**Run 1: clock nets**

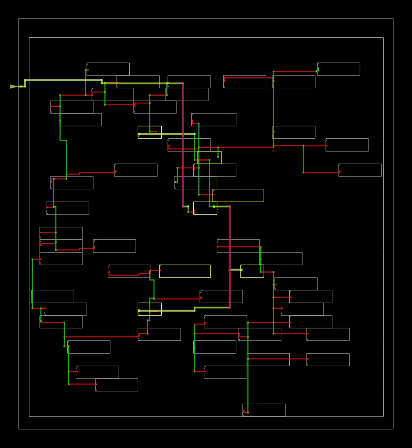
**Run 1: metal 2**

Bar = 20 um.
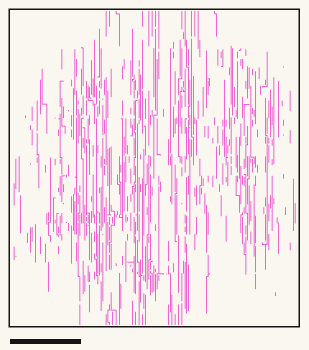
**Run 1: signal wires by layer**

Bar = 20 um. Only two layers are drawn.
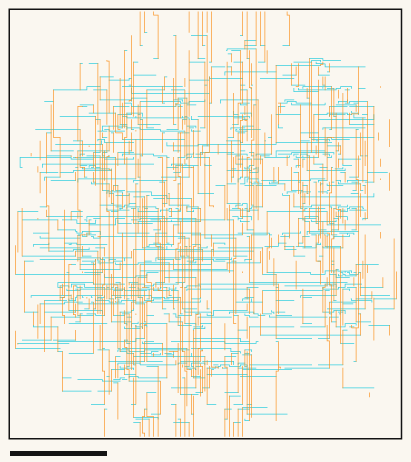
### src/rtl/imem_loader_pkg.sv
// Shared encodings and sizes for the instruction-memory loader.
// Imported by the loader top and its byte packer.
package imem_loader_pkg;

    localparam logic [1:0] IDLE  = 2'd0;
    localparam logic [1:0] RECV  = 2'd1;
    localparam logic [1:0] WRITE = 2'd2;
    localparam logic [1:0] DONE  = 2'd3;

    localparam int IMEM_ADDR_W    = 5;
    localparam int BYTES_PER_WORD = 4;

endpackage

### src/rtl/imem_loader_word_pack.sv
// Little-endian byte packer: lane byte_cnt receives each accepted byte.
// last_byte flags that the next accepted byte completes the word.
module imem_word_pack
    import imem_loader_pkg::*;
(
    input  logic        clk,
    input  logic        reset_n,
    input  logic        clear,
    input  logic        byte_en,
    input  logic [7:0]  byte_data,
    output logic [31:0] word,
    output logic        last_byte
);

    localparam int LANE_W = $clog2(BYTES_PER_WORD);

    logic [LANE_W-1:0] byte_cnt;

    always_ff @(posedge clk or negedge reset_n) begin
        if (!reset_n) begin
            byte_cnt <= '0;
            word     <= '0;
        end else if (clear) begin
            byte_cnt <= '0;
            word     <= '0;
        end else if (byte_en) begin
            word[{byte_cnt, 3'b000} +: 8] <= byte_data;
            byte_cnt <= byte_cnt + 1'b1;
        end
    end

    assign last_byte = (byte_cnt == LANE_W'(BYTES_PER_WORD - 1));

endmodule

### src/rtl/imem_loader.sv
// Streams a byte image into instruction memory, one word per 4 bytes,
// and keeps the CPU held in reset until the whole image is written.
module imem_loader
    import imem_loader_pkg::*;
#(
    parameter int ADDR_W = IMEM_ADDR_W,
    parameter int DATA_W = 32
) (
    input  logic              clk,
    input  logic              reset_n,
    input  logic              start,
    input  logic [ADDR_W:0]   load_len,
    input  logic              byte_valid,
    input  logic [7:0]        byte_data,
    output logic              byte_ready,
    output logic              mem_we,
    output logic [ADDR_W-1:0] mem_waddr,
    output logic [DATA_W-1:0] mem_wdata,
    output logic              cpu_hold,
    output logic              busy,
    output logic              done,
    output logic              err
);

    localparam logic [ADDR_W:0] DEPTH = (ADDR_W + 1)'(2 ** ADDR_W);

    logic [1:0]        state;
    logic [ADDR_W:0]   len;
    logic [ADDR_W-1:0] waddr;
    logic              err_q;

    logic        can_start;
    logic        len_zero;
    logic        len_bad;
    logic        take;
    logic        xfer;
    logic        last_addr;
    logic        last_byte;
    logic [31:0] word;

    assign can_start = (state == IDLE) || (state == DONE);
    assign len_zero  = (load_len == '0);
    assign len_bad   = (load_len > DEPTH);
    assign take      = can_start && start && !len_zero && !len_bad;
    assign xfer      = byte_valid && (state == RECV);
    assign last_addr = ({1'b0, waddr} == (len - 1'b1));

    imem_word_pack u_pack (
        .clk       (clk),
        .reset_n   (reset_n),
        .clear     (take),
        .byte_en   (xfer),
        .byte_data (byte_data),
        .word      (word),
        .last_byte (last_byte)
    );

    always_ff @(posedge clk or negedge reset_n) begin
        if (!reset_n) begin
            state <= IDLE;
            len   <= '0;
            waddr <= '0;
            err_q <= 1'b0;
        end else begin
            err_q <= 1'b0;
            unique case (state)
                IDLE, DONE: begin
                    if (start) begin
                        unique case (1'b1)
                            len_zero: state <= DONE;
                            len_bad:  err_q <= 1'b1;
                            default: begin
                                len   <= load_len;
                                waddr <= '0;
                                state <= RECV;
                            end
                        endcase
                    end
                end
                RECV: begin
                    if (xfer && last_byte) state <= WRITE;
                end
                WRITE: begin
                    // Final address is held so fetch sees a stable end point.
                    if (last_addr) begin
                        state <= DONE;
                    end else begin
                        waddr <= waddr + 1'b1;
                        state <= RECV;
                    end
                end
                default: state <= IDLE;
            endcase
        end
    end

    assign byte_ready = (state == RECV);
    assign mem_we     = (state == WRITE);
    assign busy       = (state == RECV) || (state == WRITE);
    assign done       = (state == DONE);
    assign cpu_hold   = (state != DONE);
    assign err        = err_q;
    assign mem_waddr  = waddr;
    assign mem_wdata  = word;

endmodule

### config.mk
export PLATFORM = sky130hd
export DESIGN_NAME = imem_loader
export DESIGN_NICKNAME = d
export VERILOG_FILES = /design/src/rtl/imem_loader_pkg.sv /design/src/rtl/imem_loader_word_pack.sv /design/src/rtl/imem_loader.sv
export SDC_FILE = /design/constraint.sdc
export NUM_CORES = 1
export LEC_CHECK = 0
export ABC_AREA = 1
export CORE_ASPECT_RATIO = 1.1
export CORE_MARGIN = 2
export CORE_UTILIZATION = 40
export DETAILED_ROUTE_END_ITERATION = 10
export GPL_ROUTABILITY_DRIVEN = 0
export PLACE_DENSITY = 0.66
export SLEW_MARGIN = 20
export SYNTH_ARGS = -nofsm -noshare
export SYNTH_HDL_FRONTEND = slang
export SYNTH_SLANG_ARGS = --single-unit
### constraint.sdc
create_clock -name clk -period 2 [get_ports clk]
set_input_delay 0.3 -clock clk [delete_from_list [all_inputs] [get_ports clk]]
set_output_delay 0.3 -clock clk [all_outputs]
set_load 0.03 [all_outputs]
==> results_dict.tcl, run 1 <==
# place-and-route summary
set metrics [dict create \
    drive_above_1_share_pct 11.0 \
    cts.path.max_buffers 2 \
    yosysTopAreaCellShare_pct 46.3 \
    synth_area_leader_cell "dfrtp_1" \
    crit_family "buffers and inverters" \
    cp.arrival_ns 1.58 \
    final.setup.worst_slack_ns 0.122 \
    power_switching_uw 1930 \
    syn_avg_cell_area_um2 8.08 \
    crit_chain "inv_1 -> ha_1 -> inv_1 -> clkdlybuf4s15_1" \
    setup_tns_ns 0 \
    hold_violations 0 \
    outcome "finished clean" \
    fp.dieArea_um2 7140 \
    ant_nets 0 \
    dominant-cell-class "sequential cells" \
    cp_slowest_stage_delay_ns 0.41 \
    dp_hpwl_um 5030 \
    syn_inst 321 \
    hold_class "in -> async" \
    clock_area_share_pct 3.72 \
    clkbuf_count 5 \
    globalRouteMet1Util_pct 23.3 \
    met3_length_um 314 \
    grt_most_used_layer "met2" \
    common_cells "nand2_1 (69), dfrtp_1 (48), inv_1 (38)" \
    ios 61 \
    port_buffers 60 \
    use_met2_pct 36.2 \
    cts-root-buf "clkbuf_8" \
    num-nonclk-buffers 73 \
    ys_sh_xor_pct 0.676 \
    seq_area_um2 1200 \
    seq_share_pct 34.7 \
    drv_cap 0 \
    n_all_inverters 40 \
    dp_slack_ns 0.0478 \
    top_layer "met4" \
    clockPowerShare_pct 18.3 \
    p_comb_share_pct 50.8 \
    end_kind "output pin" \
    rsz0062_at_grt "false" \
    maxPowerGroup "combinational logic" \
    fmax_mhz 532 \
    yosys.cell_types.count 26 \
    largest_reg_flops 32 \
    cp_data_required_time_ns 1.70 \
    cts_resized 3 \
    sh_comb_area_pct 34.1 \
    critical_path.max_fanout 5 \
    logic_gates 224 \
    synth_area_um2 2590 \
    clock_sinks 48 \
    power.leakage_uw 0.00163 \
    fin_crit_sh_pct 93.9 \
    drv_slew 0 \
]
-- 'clock nets' (at the start) --
clk pwr: 811 uW
Flops: 48
skew final: 0.00358 ns

-- 'metal 2' (at the start) --
share of all routed wire: 51%
nets with wire on the layer: 341
main direction: vertical

-- 'signal wires by layer' (at the start) --
legend:
  met2:
    colour: orange
    wire_length: 3370 um
  met1:
    colour: cyan
    wire_length: 2800 um
drt wl/cell: 13.9 um
DR vias: 2352
DRT Wirelength: 6550 um
GRT Util Overall: 19.8%

==> run 1: placed cells by master, fill, tap and decap left out, types with 3 or more instances in the layout <==
cell type / count
o21ai_0: 29
a21oi_1: 16
nand2b_1: 3
clkbuf_8: 5
clkdlybuf4s50_1: 55
dfrtp_1: 47
nand3_1: 17
a22oi_1: 7
nand4_1: 17
nor2_2: 3
or2_2: 6
buf_4: 12
nor2_1: 32
nand2_1: 69
inv_2: 3
inv_1: 37
ha_1: 11
==> run 1: per-stage QoR <==
step	hold WS (ns)	cells	cell area, um2	total power, uW	utilization, %
finish	0.0500	472	3470	4440	55.7
global route	0.0901	472	3470	4800	55.7
CTS	0.0744	471	3450	4450	55.3
detailed placement	0.399	464	3320	3660	53.3
global placement	0.398	464	3320	3620	53.3
floorplan	0.00441	321	2590	2860	-
**Run 1: signal wires on met3**

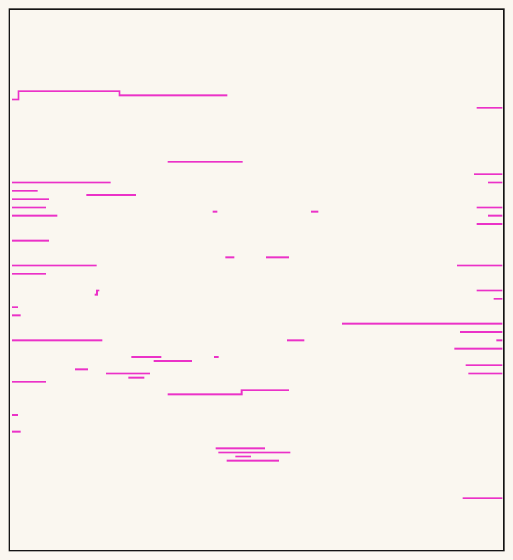

==> run 2: changes to the inputs <==
- MAX_ROUTING_LAYER: unset -> met4
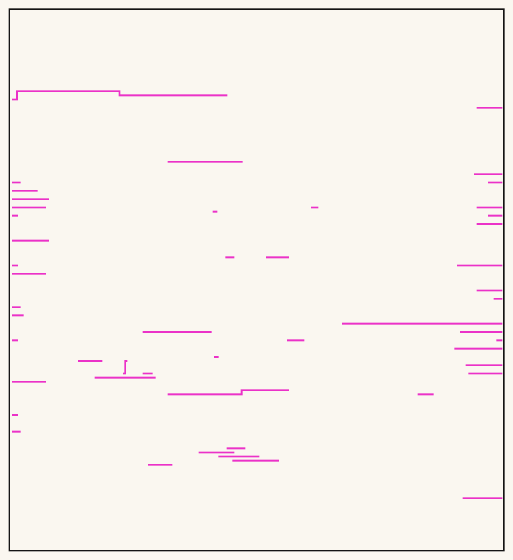
**Above:** run 2 (signal wires on met3).
wire length on this layer: 264 um
longest straight run: 26.0 um
grt met3 use: 3.78%
DR vias: 2341
DRT Wirelength: 6540 um

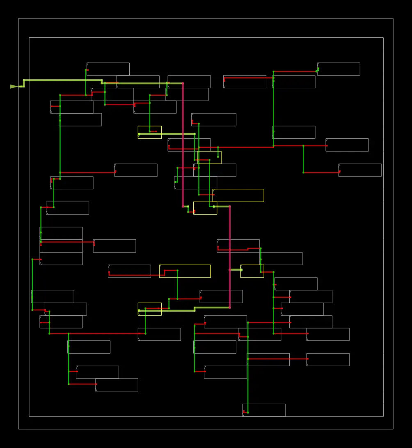
**Above:** run 2 (clock nets).
clock sinks: 48
clock buffers: 5
skew final: 0.00374 ns

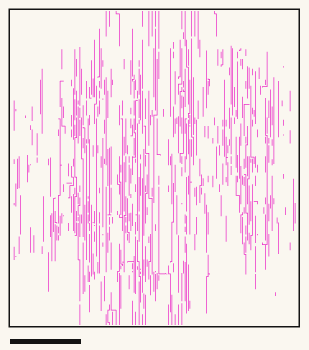
**Above:** run 2 (metal 2).
Bar = 20 um.
wire length on this layer: 3380 um
main direction: vertical
nets with wire on the layer: 340
M2 GR Usage: 36.1%

==> run 2 against run 1 <==
Effect of this change: first-iteration DRC count decreased by 3.9%; clock skew about the same; clock-buffer cell count unchanged; critical path type unchanged; highest routed layer unchanged.
==> results_dict.tcl, run 2 <==
# place-and-route summary
set metrics [dict create \
    outcome "finished clean" \
    grt_usage_pct 20.5 \
    yosysWarnings 0 \
    largest_reg_flops 32 \
    final_common_cell "nand2_1" \
    seq_area_um2 1200 \
    wl_per_cell_um 13.9 \
    ys_cells 321 \
    common_cells "nand2_1 (69), dfrtp_1 (48), inv_1 (38)" \
    ys.flop_type "dfrtp_1" \
    die_w_um 80.8 \
    drive_above_1_share_pct 11.0 \
    cp_data_required_time_ns 1.70 \
    cp_slowest_stage_delay_ns 0.41 \
    synth_area_um2 2590 \
    lay_top_cells "nand2_1 (69), clkdlybuf4s50_1 (55), dfrtp_1 (47)" \
    setup_tns_ns 0 \
    path_buffers 3 \
    syn_avg_cell_area_um2 8.08 \
    cts_resized 3 \
    cp-start-kind "flip-flop" \
    maxPowerGroup "combinational logic" \
    dp_slack_ns 0.0478 \
    area_delta_synth_final_pct 33.8 \
    place_inst 464 \
    synth_area_leader_cell "dfrtp_1" \
    clockPowerShare_pct 18.3 \
    fp.dieArea_um2 7140 \
    n_sequential_cell 48 \
    dominant-cell-class "sequential cells" \
    cts.path.max_buffers 2 \
    grt_pass1_vias 2336 \
    grt_start_max_net_pins 32 \
    ys_sh_xor_pct 0.676 \
    warnings 33 \
    port_buffers 60 \
    final_cells 472 \
    dp_hpwl_um 5030 \
    relSlewSlack_pct 52.5 \
    sh_comb_area_pct 34.1 \
    yosys_area_um2 2590 \
    cp.arrival_ns 1.58 \
    critPathCapture "busy" \
    num-nonclk-buffers 73 \
    rsz0062_at_grt "false" \
    edf_count 0 \
    logic_family "simple AND/OR/NAND/NOR gates" \
    antenna_cells 0 \
    finalSetupViolations 0 \
    ys_seq_share_pct 46.3 \
    cts_setup_buffers 0 \
    crit_chain "inv_1 -> ha_1 -> inv_1 -> clkdlybuf4s15_1" \
    power_switching_uw 1930 \
    p_comb_share_pct 50.8 \
    n_all_inverters 40 \
    fp_util_pct 41.6 \
    hold_violations 0 \
    power.leakage_uw 0.00163 \
    mux_share_pct 0 \
    p_int_uw 2510 \
    aoi_share_pct 11.2 \
    vdd_drop_max_mv 0.535 \
    crit_family "buffers and inverters" \
    cts-root-buf "clkbuf_8" \
    p_clk_uw 810 \
    ios 61 \
    critPathKind "reg -> out" \
    end_kind "output pin" \
    layout.nets 421 \
    syn_inst 321 \
    drv_slew 0 \
    final.setup.worst_slack_ns 0.119 \
    hold_class "in -> async" \
    floorplan.nets 350 \
    logic_area_um2 1180 \
    clock_area_share_pct 3.72 \
    crit_path_frequent_cell "inv_1" \
    fin_crit_sh_pct 94.0 \
    power_density_nw_per_um2 1280 \
    simple_gate_share_pct 28.0 \
    seq_share_pct 34.7 \
    fmax_mhz 532 \
    critical_path.max_fanout 5 \
    yosys.cell_types.count 26 \
    ant_nets 0 \
    r2r-end "u_pack.word[6]$_DFFE_PN0P_" \
    yosysTopAreaCellShare_pct 46.3 \
    drv_cap 0 \
    logic_gates 224 \
]
[run 2: stage by stage]
step                total power [uW]  util [%]  cell area, um2  hold slack [ns]
floorplan                       2860         -            2590          0.00441
global placement                3620      53.3            3320            0.398
detailed placement              3660      53.3            3320            0.399
CTS                             4450      55.3            3450           0.0744
global route                    4800      55.7            3470           0.0901
finish                          4440      55.7            3470           0.0456
[run 2: routing by layer]
layer  GRT usage [%]  part of all wire (%)  up-vias
met1            24.0                    43     1089
met5               -                     0        -
li1                -                     -     1182
met2            36.1                    52       63
met4            5.86                   1.1        0
met3            3.78                   4.0        7
[run 2: cell families after synthesis]
kind of cell	count (synthesis)
compound gates	54
xor+xnor	2
fa+ha+maj	11
buf+inv	49
flops	48
simple gates	157
**Run 2: power grid**

Bar = 20 um. Pins as bars on the die edge.
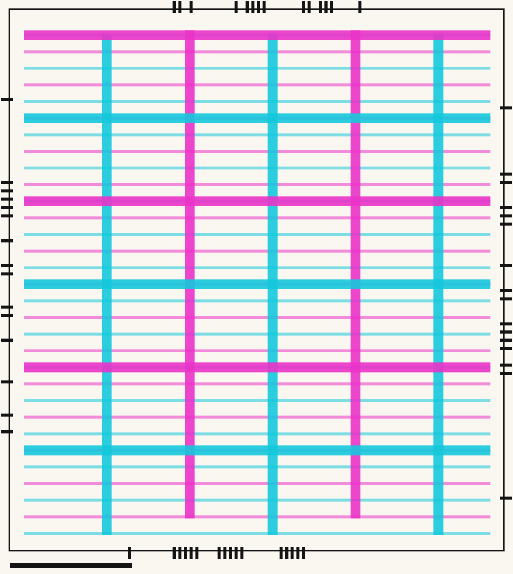

==> run 3: changes to the inputs <==
- CORE_ASPECT_RATIO: 1.1 -> 0.5
- SKIP_CTS_REPAIR_TIMING: unset -> 1
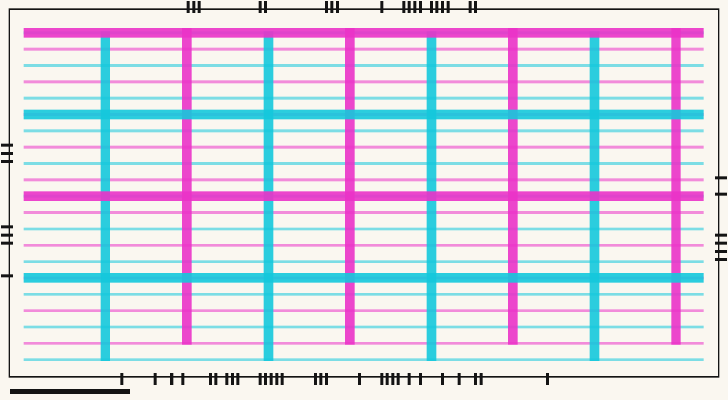
**Above:** run 3 (power grid).
Bar = 20 um. Pins as bars on the die edge.
legend:
  VSS:
    colour: cyan
  VDD:
    colour: magenta
met1 rails: 21
met4 straps: 8
Die Ht: 60.9 um
Core Footprint: 6160 um2

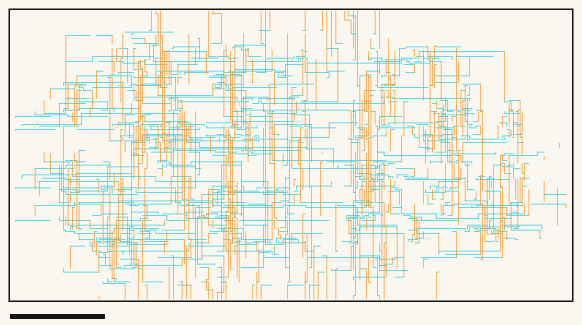
**Above:** run 3 (signal wires by layer).
Bar = 20 um. Only two layers are drawn.
legend:
  met2:
    colour: orange
    wire_length: 3090 um
  met1:
    colour: cyan
    wire_length: 2940 um
drt wl/cell: 13.1 um
DRT Wirelength: 6310 um
GRT Util Overall: 19.3%
DR vias: 2349

==> run 3 against run 2 <==
Effect of this change: clock skew rose by 0.0014 ns; largest power group unchanged; global-route usage fell by 1.3 points; sequential power barely moved; sequential share of layout area fell by 0.30 points; utilization rose by 1.1 points; hold slack improved by 0.046 ns; first-iteration DRC count rose by 32%; clock power rose by 2%; synthesized cell count did not move.
==> results_dict.tcl, run 3 <==
# place-and-route summary
set metrics [dict create \
    top_layer "met4" \
    vdd_drop_max_mv 0.605 \
    simple_gate_share_pct 28.0 \
    cts-root-buf "clkbuf_16" \
    globalRouteMet1Util_pct 23.2 \
    area_delta_synth_final_pct 34.8 \
    cp_slowest_stage_delay_ns 0.67 \
    r2r-end "u_pack.word[4]$_DFFE_PN0P_" \
    outcome "finished clean" \
    grt_start_max_net_pins 49 \
    ios 61 \
    wl_met2_um 3090 \
    use_met2_pct 33.5 \
    cp_data_required_time_ns 1.70 \
    hold_violations 0 \
    critical_path.max_fanout 5 \
    cp.arrival_ns 1.60 \
    logic_area_um2 1190 \
    grt_pass1_vias 2286 \
    sh_comb_area_pct 34.1 \
    ys.flop_type "dfrtp_1" \
    drive_above_1_share_pct 11.2 \
    ant_nets 0 \
    power.leakage_uw 0.00165 \
    path_buffers 1 \
    n_sequential_cell 48 \
    final.setup.worst_slack_ns 0.102 \
    aoi_share_pct 11.2 \
    clock_sinks 48 \
    syn_inst 321 \
    whs_ns 0.0919 \
    seq_share_pct 34.4 \
    logic_family "simple AND/OR/NAND/NOR gates" \
    seq_area_um2 1200 \
    wl_met1_um 2940 \
    fp.dieArea_um2 7180 \
    synth_area_um2 2590 \
    num-nonclk-buffers 73 \
    ys_sh_xor_pct 0.676 \
    finalSetupViolations 0 \
    yosys_area_um2 2590 \
    logic_gates 224 \
    relSlewSlack_pct 59.7 \
    critPathCapture "done" \
    hold_class "in -> async" \
    yosys.cell_types.count 26 \
    dp_slack_ns -0.00208 \
]
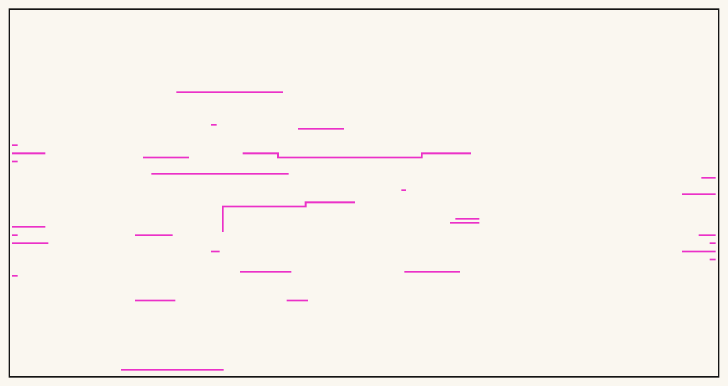
**Above:** run 3 (signal wires on met3).
main direction: horizontal
share of all routed wire: 3.4%
nets with wire on the layer: 25
longest straight run: 23.9 um
wire length on this layer: 216 um

## run 3: kinds of logic (layout without fill, tap and decap cells)
family | count (synthesis) | after routing
xor gates and xnor gates | 2 | 2
AOI/OAI and AO/OA | 54 | 54
and+or+nand+nor | 157 | 157
DFF | 48 | 48
adders and majority gates | 11 | 11
buffers and inverters | 49 | 120
## run 3: through the flow
step	cells	instance area [um2]	power [uW]	TNS, ns
finish	480	3490	4520	0
global route	480	3490	4860	0
CTS	477	3440	4470	-0.250
detailed placement	470	3310	3630	-0.00208
global placement	470	3310	3580	0
floorplan	321	2590	2860	0
## run 3: where the power goes
| group | internal (uW) | switching (uW) | total (uW) |
|---|---|---|---|
| Sequential | 1180 | 183 | 1360 |
| Clock | 455 | 369 | 824 |
| Combinational | 889 | 1440 | 2330 |
| Total | 2520 | 1990 | 4520 |
Power and IR drop assume default switching activity.
